File: src/rtl/seg_display_scanner_if.sv
// Bundle between the value-producing logic and the display scanner.
// The producer side holds the master modport and the scanner holds the slave modport.
interface seg_display_scanner_if #(
  parameter int NUM_DIGITS = 4
);
  localparam int IDX_W = $clog2(NUM_DIGITS);

  logic                    load;
  logic [4*NUM_DIGITS-1:0] value_in;
  logic [NUM_DIGITS-1:0]   digit_mask;
  logic                    lz_blank;
  logic [3:0]              Binary_out;
  logic [NUM_DIGITS-1:0]   An;
  logic                    blank;
  logic [IDX_W-1:0]        digit_idx;
  logic                    pending;
  logic                    frame_done;

  modport master (
    output load, value_in, digit_mask, lz_blank,
    input  Binary_out, An, blank, digit_idx, pending, frame_done
  );

  modport slave (
    input  load, value_in, digit_mask, lz_blank,
    output Binary_out, An, blank, digit_idx, pending, frame_done
  );
endinterface

File: src/rtl/seg_display_scanner.sv
// Time-multiplexed scanner for an N-digit 7-segment display with active-low anodes.
// Loads go to a shadow register and are committed only at frame end, so no frame is torn.
module seg_display_scanner #(
  parameter int NUM_DIGITS   = 4,
  parameter int REFRESH_DIV  = 50000,
  parameter int BLANK_CYCLES = 16
) (
  input  logic                  clk,
  input  logic                  rst_n,
  seg_display_scanner_if.slave  bus
);
  localparam int IDX_W = $clog2(NUM_DIGITS);
  localparam int CNT_W = $clog2(REFRESH_DIV);
  localparam int VAL_W = 4 * NUM_DIGITS;
  localparam logic [CNT_W-1:0] CNT_LAST  = CNT_W'(REFRESH_DIV - 1);
  localparam logic [IDX_W-1:0] IDX_LAST  = IDX_W'(NUM_DIGITS - 1);
  localparam logic [CNT_W-1:0] BLANK_END = CNT_W'(BLANK_CYCLES);

  logic [CNT_W-1:0]      cnt_q, cnt_d;
  logic [IDX_W-1:0]      idx_q, idx_d;
  logic [VAL_W-1:0]      disp_q, disp_d;
  logic [VAL_W-1:0]      shadow_q, shadow_d;
  logic                  pending_q, pending_d;
  logic [NUM_DIGITS-1:0] an_q, an_d;
  logic                  blank_q, blank_d;

  logic                  cnt_wrap;
  logic                  frame_end;
  logic                  dark;
  logic [NUM_DIGITS-1:0] zero_above;

  assign cnt_wrap  = (cnt_q == CNT_LAST);
  assign frame_end = cnt_wrap && (idx_q == IDX_LAST);

  // Prescaler, slot index and the shadow/commit path.
  always_comb begin
    cnt_d     = cnt_wrap ? '0 : cnt_q + 1'b1;
    idx_d     = idx_q;
    disp_d    = disp_q;
    shadow_d  = shadow_q;
    pending_d = pending_q;
    if (cnt_wrap) begin
      idx_d = (idx_q == IDX_LAST) ? '0 : idx_q + 1'b1;
    end
    if (bus.load) begin
      shadow_d = bus.value_in;
    end
    if (frame_end) begin
      pending_d = 1'b0;
      if (bus.load) begin
        disp_d = bus.value_in;
      end else if (pending_q) begin
        disp_d = shadow_q;
      end
    end else if (bus.load) begin
      pending_d = 1'b1;
    end
  end

  // zero_above[i]: nibble i and every higher nibble of the next display value are zero.
  generate
    for (genvar gi = 0; gi < NUM_DIGITS; gi++) begin : g_zero_above
      assign zero_above[gi] = (disp_d[VAL_W-1:4*gi] == '0);
    end
  endgenerate

  // Anodes are computed from next-state values so they line up with the counter edge.
  always_comb begin
    dark = !bus.digit_mask[idx_d] ||
           (bus.lz_blank && (idx_d != '0) && zero_above[idx_d]);
    an_d = '1;
    if ((cnt_d >= BLANK_END) && !dark) begin
      an_d[idx_d] = 1'b0;
    end
    blank_d = &an_d;
  end

  always_ff @(posedge clk or negedge rst_n) begin
    if (!rst_n) begin
      cnt_q     <= '0;
      idx_q     <= '0;
      disp_q    <= '0;
      shadow_q  <= '0;
      pending_q <= 1'b0;
      an_q      <= '1;
      blank_q   <= 1'b1;
    end else begin
      cnt_q     <= cnt_d;
      idx_q     <= idx_d;
      disp_q    <= disp_d;
      shadow_q  <= shadow_d;
      pending_q <= pending_d;
      an_q      <= an_d;
      blank_q   <= blank_d;
    end
  end

  assign bus.Binary_out = disp_q[{idx_q, 2'b00} +: 4];
  assign bus.An         = an_q;
  assign bus.blank      = blank_q;
  assign bus.digit_idx  = idx_q;
  assign bus.pending    = pending_q;
  assign bus.frame_done = frame_end;
endmodule

File: src/flat_wrapper.sv
// flat-port wrapper written by rule: the top's interface ports become plain ports
module seg_display_scanner_flat 
#(
  parameter int NUM_DIGITS   = 4,
  parameter int REFRESH_DIV  = 50000,
  parameter int BLANK_CYCLES = 16
)
  (clk, rst_n, bus_load, bus_value_in, bus_digit_mask, bus_lz_blank, bus_Binary_out, bus_An, bus_blank, bus_digit_idx, bus_pending, bus_frame_done);
  seg_display_scanner_if #(.NUM_DIGITS(NUM_DIGITS)) bus_i ();
  input  logic clk;
  input  logic rst_n;
  input wire logic [$bits(bus_i.load)-1:0] bus_load;
  input wire logic [$bits(bus_i.value_in)-1:0] bus_value_in;
  input wire logic [$bits(bus_i.digit_mask)-1:0] bus_digit_mask;
  input wire logic [$bits(bus_i.lz_blank)-1:0] bus_lz_blank;
  output wire logic [$bits(bus_i.Binary_out)-1:0] bus_Binary_out;
  output wire logic [$bits(bus_i.An)-1:0] bus_An;
  output wire logic [$bits(bus_i.blank)-1:0] bus_blank;
  output wire logic [$bits(bus_i.digit_idx)-1:0] bus_digit_idx;
  output wire logic [$bits(bus_i.pending)-1:0] bus_pending;
  output wire logic [$bits(bus_i.frame_done)-1:0] bus_frame_done;
  assign bus_i.load = bus_load;
  assign bus_i.value_in = bus_value_in;
  assign bus_i.digit_mask = bus_digit_mask;
  assign bus_i.lz_blank = bus_lz_blank;
  assign bus_Binary_out = bus_i.Binary_out;
  assign bus_An = bus_i.An;
  assign bus_blank = bus_i.blank;
  assign bus_digit_idx = bus_i.digit_idx;
  assign bus_pending = bus_i.pending;
  assign bus_frame_done = bus_i.frame_done;
  seg_display_scanner #(.NUM_DIGITS(NUM_DIGITS), .REFRESH_DIV(REFRESH_DIV), .BLANK_CYCLES(BLANK_CYCLES)) u_core (.clk(clk), .rst_n(rst_n), .bus(bus_i));
endmodule
File: config.mk
export PLATFORM = sky130hd
export DESIGN_NAME = seg_display_scanner_flat
export DESIGN_NICKNAME = d
export VERILOG_FILES = /design/src/rtl/seg_display_scanner_if.sv /design/src/rtl/seg_display_scanner.sv /design/src/flat_wrapper.sv
export SDC_FILE = /design/constraint.sdc
export NUM_CORES = 1
export LEC_CHECK = 0
export CORE_UTILIZATION = 50
export DETAILED_ROUTE_END_ITERATION = 6
export PLACE_DENSITY = 0.73
export SYNTH_ARGS = -nofsm -noshare
export SYNTH_HDL_FRONTEND = slang
export SYNTH_SLANG_ARGS = --single-unit
File: constraint.sdc
create_clock -name clk -period 4.5 [get_ports clk]
set_input_delay 0.45 -clock clk [delete_from_list [all_inputs] [get_ports clk]]
set_output_delay 0.45 -clock clk [all_outputs]
set_load 0.1 [all_outputs]
Run 1, signal wires on met1:
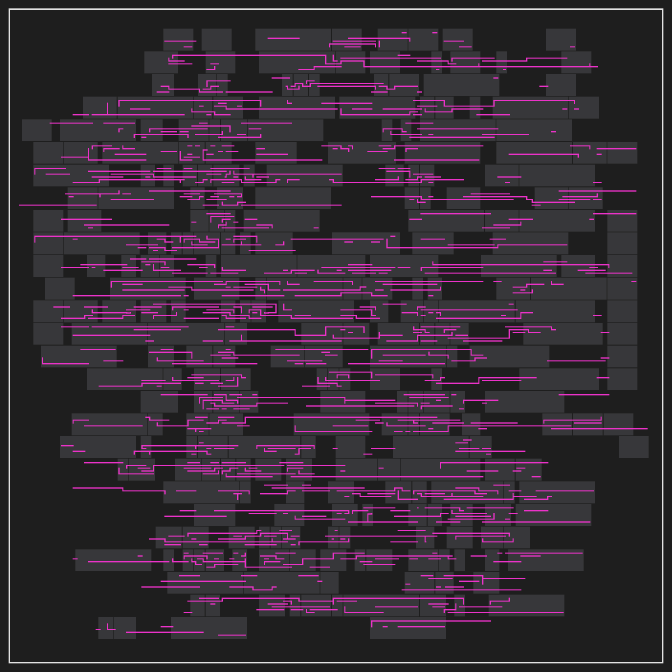
share of all routed wire: 49%
longest straight run: 28.1 microns
main direction: horizontal
nets with wire on the layer: 281

Run 1, M2 wires:
Bar = 20 microns.
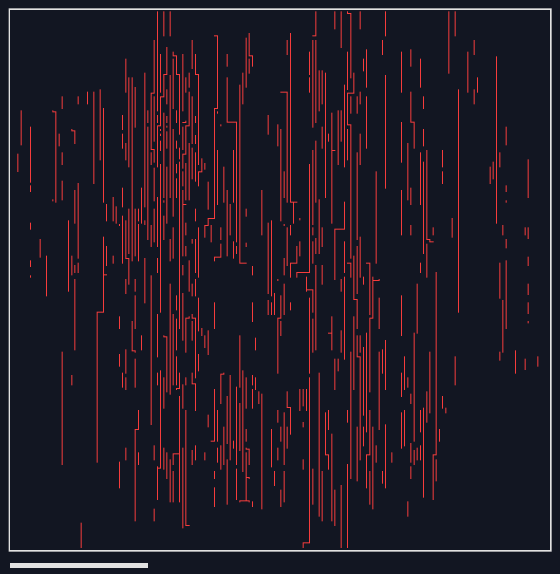
nets with wire on the layer: 274
longest straight run: 32.3 microns
main direction: vertical
wire length on this layer: 2540 microns

Run 1, signal wires on met3:
Bar = 20 microns.
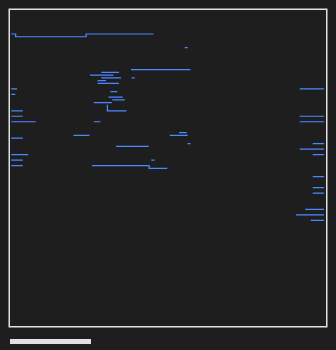
main direction: horizontal
wire length on this layer: 202 microns
longest straight run: 17.5 microns

==> changes_impl.md, run 1 <==
### Physical design

* Hold Crit Class: in -> async
* Post-layout period usage at 73.1%
* Dominant kind of combinational cell: simple AND/OR/NAND/NOR gates
* Final worst slack at 1.21 ns
* Synth top area share at 43.8%
* Logic area at 0.00139 sq mm
* Post-detail-place hpwl at 4.16 mm
* RR Endpoint: u_core.bus.An[3]
* Post-synth EDFFs at 0
* Clk_skew at 0.00939 ns
* Htree depth at 2
* Worst R2R Setup Slack at 1.84 ns
* Die X at 78.4 microns
* Vias in the first global route at 1985
* Fin. Hold Viols at 0
* Num CTS Buffers at 5
* FF-to-FF path depth at 7
* Vias at 2053
* Max-cap violations at 0
* Slew margin rel. at 34.0%
* WL final at 5.56 mm
* Peak supply drop at 0.172 mV
* Mapped Cells at 255
* First-pass GRT wire length at 9.50 mm
* Sequential share of cell area at 41.8%
* Yosys cell count at 255
* Yosys reg bits at 56
* Fp_density at 52.3%
* Pwr Total at 867 uW
* Gr usage total at 20.2%
* Ys flop type: dfrtp_1
* Die H at 78.4 microns
* Worst r2r src: u_core.bus.digit_idx[0]
* Non-clk bufs at 37
* Comb/total area at 41.2%
* Input/output buffers at 36
* Flops at 56
* Tool warning count at 26
* CP endpoint: bus_frame_done
* Drt initial violations at 155
* Top Layout Cells: 51 x dfrtp_1, 35 x clkdlybuf4s50_1, 19 x nand2_1, 19 x nor2_1, 16 x nand3_1
* Clk pwr at 270 uW
* DRT antenna net count at 0
* YS chip area at 0.00292 sq mm
* Comb power at 72.5 uW
* Setup violators final at 0
* Post-synth net total at 281
* Dominant cell type by area after synthesis: dfrtp_1
* Adders+Majority by Area at 0.858%
* Non-CTS inverters at 8
* Most frequent logic cell in the layout: dfrtp_1
* Status: finished clean
* Proportion of layout cells with a drive suffix above 1 at 18.3%
* Placeable Area at 0.00557 sq mm
* Mux share at 13.2%
* Synth area leaders: dfrtp_1 44%, mux2_2 5.8%, dfstp_2 4.5%, mux2i_1 3.8%, mux4_2 3.1%
* Top cell category: registers
* Non-clk buf share at 10.8%
* Buf/Inv on CP at 1
run 1: stage by stage:
step | std cells | instance area (sq um) | util [%]
after floorplan | 255 | 2920 | -
after global placement | 353 | 3280 | 58.8
after detailed placement | 353 | 3280 | 58.8
after CTS | 361 | 3370 | 60.4
after global routing | 361 | 3370 | 60.4
final | 361 | 3370 | 60.4
run 1: routing by layer:
layer,up-vias,global-route usage (%),routed length [microns]
met5,-,0,0
met4,0,7.41,92
met3,8,4.07,201
met2,58,31.0,2540
met1,1002,28.3,2720
li1,985,-,-
run 1: flip-flops by register name (all words and copies together) (netlist names):
register              flops
u_core.cnt_q             16
u_core.bus.blank          1
u_core.bus.digit_idx      2
u_core.bus.An             4
u_core.bus.pending        1
u_core.disp_q            16
u_core.shadow_q          16
Run 1, signal metal coverage by tile:
Bar = 20 microns. 16 x 16 tiles, from dark purple (low) to yellow (high), scaled to the fullest tile. Values are wire area over tile area, all layers added.
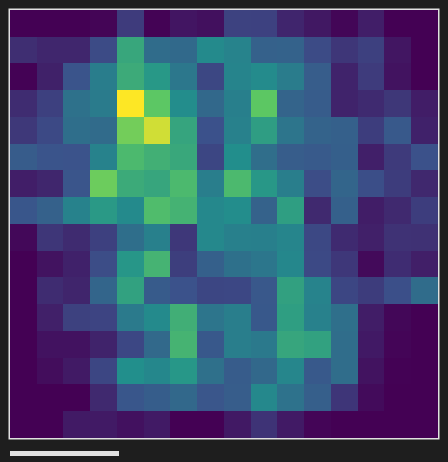

==> inputs of run 2 (changes only) <==
--- a/config.mk
+++ b/config.mk
@@ -7,7 +7,7 @@
 export LEC_CHECK = 0
 export CORE_UTILIZATION = 50
 export DETAILED_ROUTE_END_ITERATION = 6
-export PLACE_DENSITY = 0.73
+export PLACE_DENSITY = 0.76
 export SYNTH_ARGS = -nofsm -noshare
 export SYNTH_HDL_FRONTEND = slang
 export SYNTH_SLANG_ARGS = --single-unit
==> constraint.sdc (replaced) <==
create_clock -name clk -period 2.6 [get_ports clk]
set_input_delay 0.26 -clock clk [delete_from_list [all_inputs] [get_ports clk]]
set_output_delay 0.26 -clock clk [all_outputs]
set_load 0.1 [all_outputs]
Run 2, signal metal coverage by tile:
Bar = 20 microns. 16 x 16 tiles, from dark purple (low) to yellow (high), scaled to the fullest tile. Values are wire area over tile area, all layers added.
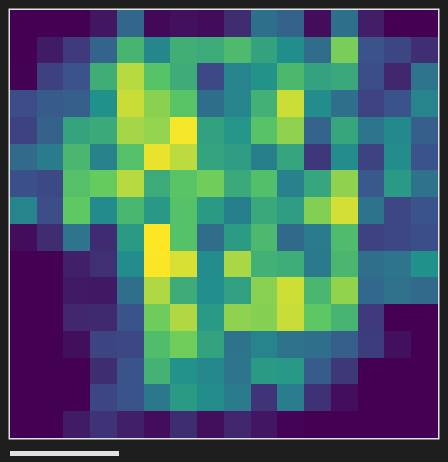
nearly empty tiles: 15%
emptiest ninth of the die: south-west
densest ninth of the die: centre
tiles over half the peak: 36%

==> run 2 against run 1 <==
Compared with the run above:
- clock-buffer cell count decreased by 1
- setup slack worse by 0.99 ns
- routed wire length increased by 6.7%
- combinational power rose by 74%
- synthesized cell count stayed put
- area after synthesis unchanged
- first-iteration DRC count fell by 45%
- register-to-register slack worse by 1.6 ns
- die area did not move
- power increased by 75%
- non-clock buffer count is 5 higher
- hold slack lost 0.19 ns
==> changes_impl.md, run 2 <==
### Physical design

* Most frequent logic cell in the layout: dfrtp_1
* Non-Filler Instances at 366
* Postcts setup bufs at 0
* First-pass GRT wire length at 10.1 mm
* Dominant cell type by area after synthesis: dfrtp_1
* Biggest regs: u_core.cnt_q: 16 flops, u_core.disp_q: 16 flops, u_core.shadow_q: 16 flops
* Yosys cell count at 255
* Metal-1 WL at 2.88 mm
* Pwr Total at 1520 uW
* Sequential share of cell area at 41.5%
* Post-synth EDFFs at 0
* Vias at 2048
* YS chip area at 0.00292 sq mm
* Met2 usage at 33.7%
* Proportion of layout cells with a drive suffix above 1 at 25.2%
* Post-synth net total at 281
* Flops at 56
* Post-layout period usage at 91.5%
* Non-clk bufs at 42
* Clk_skew at 0.00647 ns
* DRT antenna net count at 0
* FF-to-FF path depth at 8
* Drt initial violations at 86
* Worst R2R Setup Slack at 0.22 ns
* Status: finished clean
* Post-layout util at 61.0%
* Clk pwr at 485 uW
* M1 GR Usage at 30.4%
* Vias in the first global route at 2064
* Yosys reg bits at 56
* Psw at 368 uW
* CP endpoint: u_core.bus.blank
* Chip area at 0.00614 sq mm
* Post-detail-place hpwl at 4.43 mm
* Peak supply drop at 0.271 mV
* Routed wl met3 at 159 microns
* Comb power at 126 uW
* Logic area at 0.00140 sq mm
* Worst r2r src: u_core.bus.digit_idx[1]
* Synth area leaders: dfrtp_1 44%, mux2_2 5.8%, dfstp_2 4.5%, mux2i_1 3.8%, mux4_2 3.1%
* Dpl cells at 358
* Htree depth at 2
* Met2 wire len at 2.80 mm
* Die H at 78.4 microns
* Slew margin rel. at 38.6%
* Mapped Cells at 255
* Setup violators final at 0
* Met3 Usage GRT at 3.49%
* Ys flop type: dfrtp_1
* Worst Setup SP: u_core.bus.digit_idx[1]
* Comb/total area at 41.1%
* Top cell category: registers
* Async set or reset register ratio after synthesis at 100%
* Placed Area at 0.00330 sq mm
* Num CTS Buffers at 5
* Input/output buffers at 36
* WL final at 5.93 mm
* Vias/cell at 5.60
* Post-route cell area at 0.00340 sq mm
* Clock buf count at 5
* Final worst slack at 0.221 ns
* Layer with the highest usage: met2
* Hold Crit Class: in -> async
* Fin. Hold Viols at 0
* Max-cap violations at 0
* Clk pin slew, worst setup/hold paths at 0.10 ns
* Gr usage total at 21.6%
* Fp_density at 52.3%
* Tool warning count at 26
* Non-clk buf share at 11.2%
Run 2, M2 wires:
Bar = 20 microns.
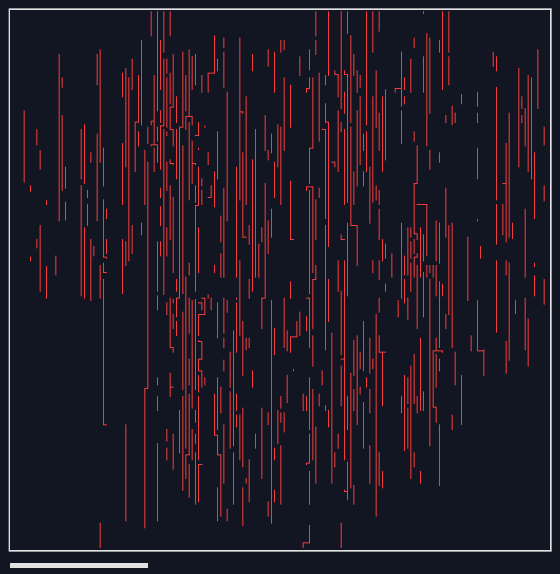
share of all routed wire: 47%
longest straight run: 32.8 microns

## run 2: cell counts after synthesis
Identical to the previous run, type by type.
## run 2: kinds of logic (layout without fill, tap and decap cells)
group	count (synthesis)	after routing	share of synthesized area, %
and+or+nand+nor	93	93	18.9
adders and majority gates	2	2	0.858
DFF	56	56	48.3
xor gates and xnor gates	19	19	5.71
AOI/OAI and AO/OA	35	35	9.01
buffers and inverters	19	58	4.12
muxes	31	31	13.2
## run 2: critical path: stages (launching register included)
cell and delay (ns):
dfrtp_2 0.49, ha_1 0.24, and4_1 0.23, and4_1 0.32, a32oi_1 0.26, nand3_1 0.17, nor4_4 0.35, nand3_1 0.14
nand3_1 0.11
Run 2, clock nets:
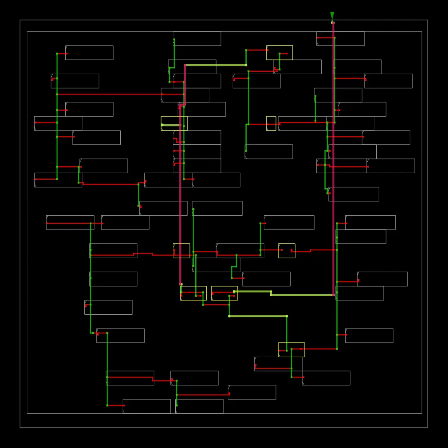

==> inputs of run 3 (changes only) <==
--- a/config.mk
+++ b/config.mk
@@ -5,8 +5,10 @@
 export SDC_FILE = /design/constraint.sdc
 export NUM_CORES = 1
 export LEC_CHECK = 0
+export CAP_MARGIN = 10
 export CORE_UTILIZATION = 50
 export DETAILED_ROUTE_END_ITERATION = 6
+export MAX_ROUTING_LAYER = met4
 export PLACE_DENSITY = 0.76
 export SYNTH_ARGS = -nofsm -noshare
 export SYNTH_HDL_FRONTEND = slang
Run 3, clock nets:
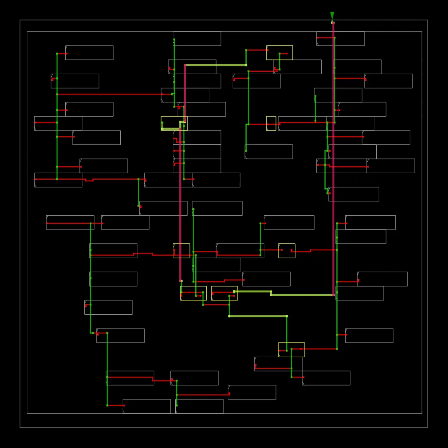
Flops: 56
clk pwr: 486 uW
Num CTS Buffers: 5
clock buf count: 5
clk_skew: 0.00391 ns

Run 3, signal metal coverage by tile:
Bar = 20 microns. 16 x 16 tiles, from dark purple (low) to yellow (high), scaled to the fullest tile. Values are wire area over tile area, all layers added.
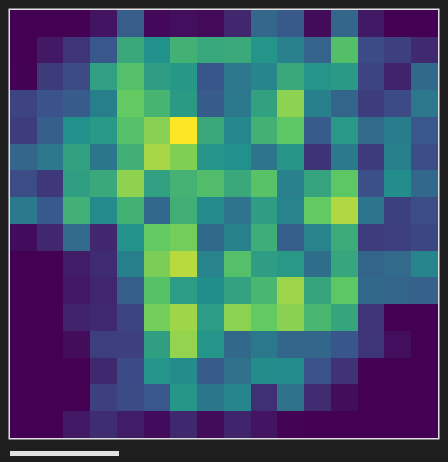
vias: 2043
routed len/inst: 16.2 microns
WL final: 5.92 mm

==> run 3 against run 2 <==
Compared with the run above:
- die area did not move
- cell area did not move
- critical path depth did not move
- non-clock buffer count did not move
- register-to-register slack barely moved
- clock power barely moved
- sequential cell count did not move
- sequential power barely moved
- sequential share of layout area did not move
- clock skew fell by 0.0026 ns
- critical endpoint unchanged
- first-iteration DRC count rose by 12%
==> changes_impl.md, run 3 <==
### Physical design

* Combinational power share at 8.3%
* Worst path depth at 8
* Dominant kind of combinational cell: simple AND/OR/NAND/NOR gates
* Top Layout Cells: 49 x dfrtp_1, 22 x clkdlybuf4s50_1, 19 x nand2_1, 19 x nor2_1, 18 x buf_4
* Met2 usage at 33.7%
* Yosys cell count at 255
* Fp_density at 52.3%
* Slowest cell on the critical path: dfrtp_2
* Post-route cell area at 0.00340 sq mm
* Routed wl met3 at 199 microns
* Max incr delay on CP at 0.49 ns
* Ys flop type: dfrtp_1
* DRT antenna net count at 0
* Biggest regs: u_core.cnt_q: 16 flops, u_core.disp_q: 16 flops, u_core.shadow_q: 16 flops
* Basic Gates by Area at 18.9%
* Gr usage total at 22.2%
* Pwr Total at 1520 uW
* Comb power at 126 uW
* Met3 Usage GRT at 3.37%
* Postcts setup bufs at 0
* Hold Crit Class: in -> async
* First-pass GRT wire length at 10.1 mm
* Tool warning count at 26
* Worst r2r src: u_core.bus.digit_idx[1]
* Clk pin slew, worst setup/hold paths at 0.10 ns
* Top power group: sequential cells
* Worst Setup SP: u_core.bus.digit_idx[1]
* Proportion of layout cells with a drive suffix above 1 at 25.2%
* Vias in the first global route at 2063
* Vias/cell at 5.58
* Met2 wire len at 2.78 mm
* FF-to-FF path depth at 8
* Post-synth EDFFs at 0
* Drt initial violations at 96
* Layer with the highest usage: met2
* CTS Hold Bufs at 0
* Req. time, crit path at 2.86 ns
* Top layer in use: met4
* FMAX at 0.419 GHz
* Die X at 78.4 microns
* Critical path class: reg -> reg
* Post-synth net total at 281
* Worst R2R Setup Slack at 0.21 ns
* Most frequent logic cell in the layout: dfrtp_1
* Psw at 369 uW
* Fin. Hold Viols at 0
* Peak supply drop at 0.269 mV
* Input/output buffers at 36
* Compound-Gate Fraction of Synth Area at 9.01%
* Synth area leaders: dfrtp_1 44%, mux2_2 5.8%, dfstp_2 4.5%, mux2i_1 3.8%, mux4_2 3.1%
* Post-Synth XOR/XNOR Area at 5.71%
* Setup violators final at 0
* Arrival @ worst endpoint at 2.65 ns
* GR Overflow Total at 0
* Mux share at 13.2%
* Htree depth at 2
* YS chip area at 0.00292 sq mm
* Largest delay share family, worst path: simple AND/OR/NAND/NOR gates
* Area of the mapped netlist at 0.00292 sq mm
* Async set or reset register ratio after synthesis at 100%
* Metal-1 WL at 2.85 mm
* CP endpoint: u_core.bus.blank
* Placed Area at 0.00330 sq mm
* Critical path cell sequence: ha_1 > and4_1 > and4_1 > a32oi_1 > nand3_1 > nor4_4 > nand3_1 > nand3_1
* Dominant cell type by area after synthesis: dfrtp_1
* Mapped Cells at 255
* Yosys reg bits at 56
* Synth top area share at 43.8%
* Buf/Inv on CP at 0
* Status: finished clean
* Placeable Area at 0.00557 sq mm
* Chip area at 0.00614 sq mm
* M1 GR Usage at 30.4%
* Post-layout period usage at 91.9%
* Die H at 78.4 microns
* RR Endpoint: u_core.bus.blank
* Adders+Majority by Area at 0.858%
* Max-cap violations at 0
* Sw Ratio at 24.2%
* Slew margin rel. at 38.1%
* Post-detail-place hpwl at 4.43 mm
* Crit-path most repeated cell: nand3_1
run 3: cell counts after synthesis:
Identical to the previous run, type by type.
run 3: per-stage QoR:
stage | util [%] | cells | setup WS, ns
after floorplan | - | 255 | 0.124
after global placement | 59.2 | 358 | 0.291
after detailed placement | 59.2 | 358 | 0.215
after CTS | 60.8 | 366 | 0.184
after global routing | 61.0 | 366 | 0.0474
final | 61.0 | 366 | 0.211
run 3: final cells by class:
type | count | area, sq um
Timing Repair Buffer | 42 | 380
Clock inverter | 3 | 22.5
Fill cell | 478 | 2170
Tap cell | 72 | 90.1
Sequential cell | 56 | 1410
Multi-Input combinational cell | 180 | 1400
Inverter | 8 | 30.0
Clock buffer | 5 | 68.8
Power is estimated from default activity; no workload was simulated.
